==> config.mk <==
export PLATFORM = sky130hd
export DESIGN_NAME = i2s_tx
export DESIGN_NICKNAME = d
export VERILOG_FILES = /design/src/rtl/synth_audio_pkg.sv /design/src/rtl/i2s_bclk_gen.sv /design/src/rtl/i2s_tx.sv
export SDC_FILE = /design/constraint.sdc
export NUM_CORES = 1
export LEC_CHECK = 0
export CAP_MARGIN = 30
export CORE_MARGIN = 2
export CORE_UTILIZATION = 55
export DETAILED_ROUTE_END_ITERATION = 10
export GPL_ROUTABILITY_DRIVEN = 0
export PLACE_DENSITY = 0.89
export SLEW_MARGIN = 25
export SYNTH_ARGS = -nofsm -noshare
export SYNTH_HDL_FRONTEND = slang
export SYNTH_SLANG_ARGS = --single-unit
==> constraint.sdc <==
create_clock -name clk -period 6.1 [get_ports clk]
set_input_delay 1.22 -clock clk [delete_from_list [all_inputs] [get_ports clk]]
set_output_delay 1.22 -clock clk [all_outputs]
set_load 0.01 [all_outputs]
**Run 1: port wiring**

Drawn at 4 px/µm.
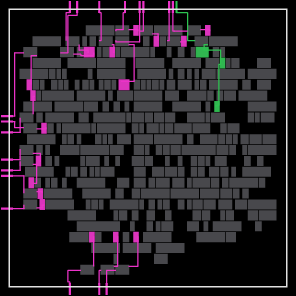
magenta -> s_data  # bits 18, direction input, edge 8 north, 7 west, 3 south, end cells 18, wire 234 µm
green -> s_valid  # bits 1, direction input, edge north, end cells 3, wire 33.7 µm
input/output buffers: 25
number of top-level pins: 26

**Run 1: cell density map**

Drawn at 6 px/µm. The die is cut into 7 by 7 equal tiles; dark blue is low, red is high, 0 to 100% covered.
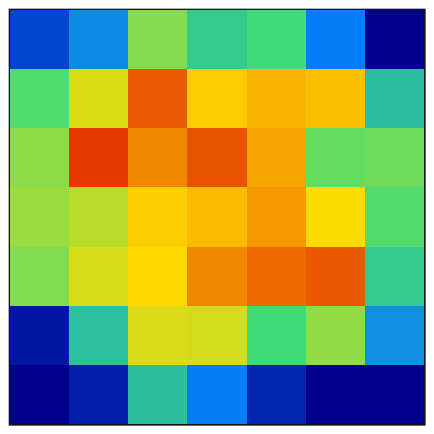
mean over tiles = 54%
tiles over 75% full = 31%
nearly empty tiles = 8.2%
emptiest ninth of the die = south-west
fullest tile = 94%
densest ninth of the die = centre
starting density of the core: 0.577
final core utilization: 0.656
Core ar.: 4030 µm²

**Run 1: clock distribution**

Drawn at 6 px/µm.
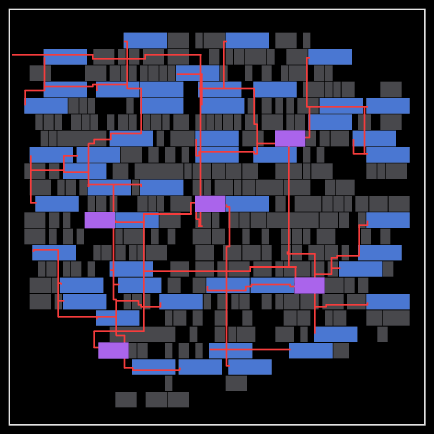
blue -> flip-flops  # count 49
red -> clock wires  # length 555 µm
purple -> clock-net drivers  # count 5
flops lie = widely spread
routed clock nets = 6
Latency at later pin: 0.31 ns
Setup Skew: 0.0101 ns

==> results_tabular.tex <==
% Auto-generated results table
\begin{tabular}{lr}
\hline
Metric & Value \\
\hline
\multicolumn{2}{l}{\textbf{Route}} \\
Vias per std cell & 5.68 \\
Wire length reported by the detailed router & 4840 µm \\
Average wire per cell in the routed design & 14.0 µm \\
DRC violation count after routing & 0 \\
DR iter-0 viols & approximately 140 \\
Residual antenna-violating net count after detailed routing & 0 \\
Router iterations before antenna repair & 4 \\
DR vias & approximately 2,000 \\
\multicolumn{2}{l}{\textbf{STA}} \\
Final hold violation count & 0 \\
Fraction of the cycle the final worst path needs & 0.558 \\
Endpoints failing setup & 0 \\
Final tally of max-slew violations & 0 \\
Sum Neg Setup Slack & 0 ns \\
Post-route worst hold slack & roughly 0.43 ns \\
Final worst-path setup slack & 2.70 ns \\
Highest attainable clock frequency & 294 MHz \\
Rel. slew slack & 0.508 \\
Unrepaired setup endpoints after global routing & false \\
Final critical-path required period & 3.40 ns \\
Transition time of the tightest slew-check pin & 0.735 ns \\
\multicolumn{2}{l}{\textbf{Synth}} \\
Fraction of registers with async set or reset after synthesis & 0 \\
Fraction of synthesized area in multiplexers & 0.0630 \\
Average cell area after synthesis & 8.24 µm² \\
And+or+nand+nor area frac & 0.231 \\
Number of instances in the synthesized netlist & 282 \\
Fraction of the yosys area taken by sequential cells & 0.422 \\
Number of nets at floorplan & 309 \\
Area fraction in full adders, half adders and majority gates & 0.0323 \\
AND-OR/OR-AND Cells, Area Fraction & 0.160 \\
Ys flops & 49 \\
Number of unique standard cell types used by synthesis & approximately 50 \\
XOR Share, Synth & 0.0366 \\
Dominant non-sequential cell family after synthesis & simple AND/OR/NAND/NOR gates \\
Post-synth design cell area & 2320 µm² \\
Top flip-flop cell by instance count after synthesis & sky130\_fd\_sc\_hd\_\_dfxtp\_1 \\
Total cell area reported by yosys after synthesis & $\sim$2300 µm² \\
Synth warn & 0 \\
Post-synth EDFFs & 0 \\
Yosys stat cell total & between 200 and 300 \\
\multicolumn{2}{l}{\textbf{Worst setup path}} \\
Critical Path Sink Type & flop \\
Biggest fanout along the worst timing path & 16 \\
Internal reg-to-reg setup slack & 2.70 ns \\
Worst Path Required & 6.32 ns \\
Worst stage delay on the critical path & 0.77 ns \\
Max stage delay cell, worst path & sky130\_fd\_sc\_hd\_\_dfxtp\_1 \\
Setup crit start kind & flop \\
Most common cell type on the critical path & sky130\_fd\_sc\_hd\_\_ha\_1 \\
Kind of critical path & flop to flop \\
Critical-path cell list & clkinv\_1, ha\_1, ha\_1, xnor3\_2, a41o\_1, o41ai\_1, a211oi\_1, a311oi\_1 \\
Depth of the worst register-to-register path & 8 \\
Count of cell instances traversed by the critical path & 8 \\
Critical path buffer and inverter count & 1 \\
Signal arrival time at the worst endpoint & 3.62 ns \\
Family with the most delay on the worst path & AND-OR/OR-AND gates \\
\multicolumn{2}{l}{\textbf{Cells and area}} \\
Antenna cell count & 0 \\
Register area & around 980 µm² \\
Cell area after layout & 2640 µm² \\
Commonest non-fill, non-tap cell in the layout & sky130\_fd\_sc\_hd\_\_nand2\_1 \\
Net count, final & between 300 and 400 \\
Area of the multi-input gates & 1220 µm² \\
Area growth from synthesis to layout & 13.7\% \\
Non-filler instance count after layout & 346 \\
Share of cells above drive strength 1 & 0.0709 \\
Most instantiated logic cells after routing & sky130\_fd\_sc\_hd\_\_nand2\_1 (69), sky130\_fd\_sc\_hd\_\_dfxtp\_1 (49), sky130\_fd\_sc\_hd\_\_a21oi\_1 (41), sky130\_fd\_sc\_hd\_\_clkdlybuf4s50\_1 (24), sky130\_fd\_sc\_hd\_\_nor2\_1 (14) \\
Total of fill cells in the finished design & 345 \\
\multicolumn{2}{l}{\textbf{Power and ir drop}} \\
Final total power & 614 µW \\
Total power density per cell area & between 200 and 250 nW/µm² \\
Static power due to leakage & between 0.001 and 0.0015 µW \\
Maximum VDD drop & 0.146 mV \\
\multicolumn{2}{l}{\textbf{Floorplanning}} \\
Core Rows & 23 \\
DIE HEIGHT & 69.0 µm \\
Width of the die & 69.0 µm \\
Floorplan die area & between 4000 and 5000 µm² \\
\multicolumn{2}{l}{\textbf{Clock network}} \\
TritonCTS Buffers & 5 \\
CTS tree & yes \\
Number of clock sinks seen by CTS & 49 \\
Post-cts repair resize count & 0 \\
Post-CTS setup-driven buffer insertion count & 0 \\
CTS root buf & sky130\_fd\_sc\_hd\_\_clkbuf\_8 \\
Maximum clock path buffer count & 2 \\
Reg clk slew, reported paths & 0.09 ns \\
Total of hold buffers inserted after clock tree synthesis & 0 \\
Number of H-tree levels & 2 \\
\multicolumn{2}{l}{\textbf{Worst hold path}} \\
Number of cells on the worst hold path & 1 \\
Class of the worst hold path & flop to flop \\
\multicolumn{2}{l}{\textbf{Global routing}} \\
Overall routing resource usage & 0.209 \\
Number of global-route vias before repair & about 1,800 \\
Largest net degree at the start of global routing & 31 \\
Number of antenna violations at the first check in global routing & 0 \\
Overall overflow remaining after global route & 0 \\
Wire length of the first global-routing pass & 8270 µm \\
\multicolumn{2}{l}{\textbf{Placement}} \\
Placed cell count & 339 \\
HPWL Detailed & 3260 µm \\
Worst slack after detailed placement & 2.63 ns \\
Post-placement cell area & 2540 µm² \\
\multicolumn{2}{l}{\textbf{Job}} \\
Number of warnings in the stage logs & 29 \\
Max\_cap viols & 0 \\
\multicolumn{2}{l}{\textbf{Run status}} \\
Result of the run & completed \\
\hline
\end{tabular}
run 1: power by group:
part | internal (µW) | switching, µW
Clock | 119 | 103
Sequential | 330 | 8.09
Combinational | 26.5 | 26.8
Total | 475 | 138
run 1: area by class of cell:
class | count | area share
tap | 50 | 0.0237
multi-input combinational | 208 | 0.460
clock inverter | 2 | 0.0133
clock buffer | 5 | 0.0260
inverter | 5 | 0.00710
timing repair buffer | 27 | 0.0984
sequential | 49 | 0.371
run 1: synthesized netlist by cell type (4+ instances only):
library cell | instances | area (µm²)
sky130_fd_sc_hd__a21oi_1 | 41 | 205
sky130_fd_sc_hd__and3_1 | 6 | 37.5
sky130_fd_sc_hd__clkbuf_1 | 10 | 37.5
sky130_fd_sc_hd__dfxtp_1 | 49 | 981
sky130_fd_sc_hd__ha_1 | 6 | 75.1
sky130_fd_sc_hd__mux2i_1 | 9 | 90.1
sky130_fd_sc_hd__nand2_1 | 69 | 259
sky130_fd_sc_hd__nand3_1 | 4 | 20.0
sky130_fd_sc_hd__nor2_1 | 14 | 52.6
sky130_fd_sc_hd__nor3_1 | 9 | 45.0
sky130_fd_sc_hd__o21ai_0 | 5 | 25.0
sky130_fd_sc_hd__xnor2_1 | 5 | 43.8
run 1: cell families after synthesis:
| logic type | after synthesis |
|---|---|
| AOI/OAI and AO/OA | 63 |
| xor gates and xnor gates | 8 |
| adders and majority gates | 6 |
| buffers and inverters | 25 |
| DFF | 49 |
| muxes | 12 |
| and+or+nand+nor | 119 |
run 1: metal layers:
layer,vias to the layer above,part of all wire,global-route usage,wire length [µm]
li1,1000,-,-,-
met1,914,0.45,0.260,2190
met2,45,0.49,0.353,2370
met3,6,0.044,0.0512,214
met4,0,0.013,0.0697,63
met5,-,0,0,0
Power figures rest on the tool's default switching activity, not on a simulated workload.
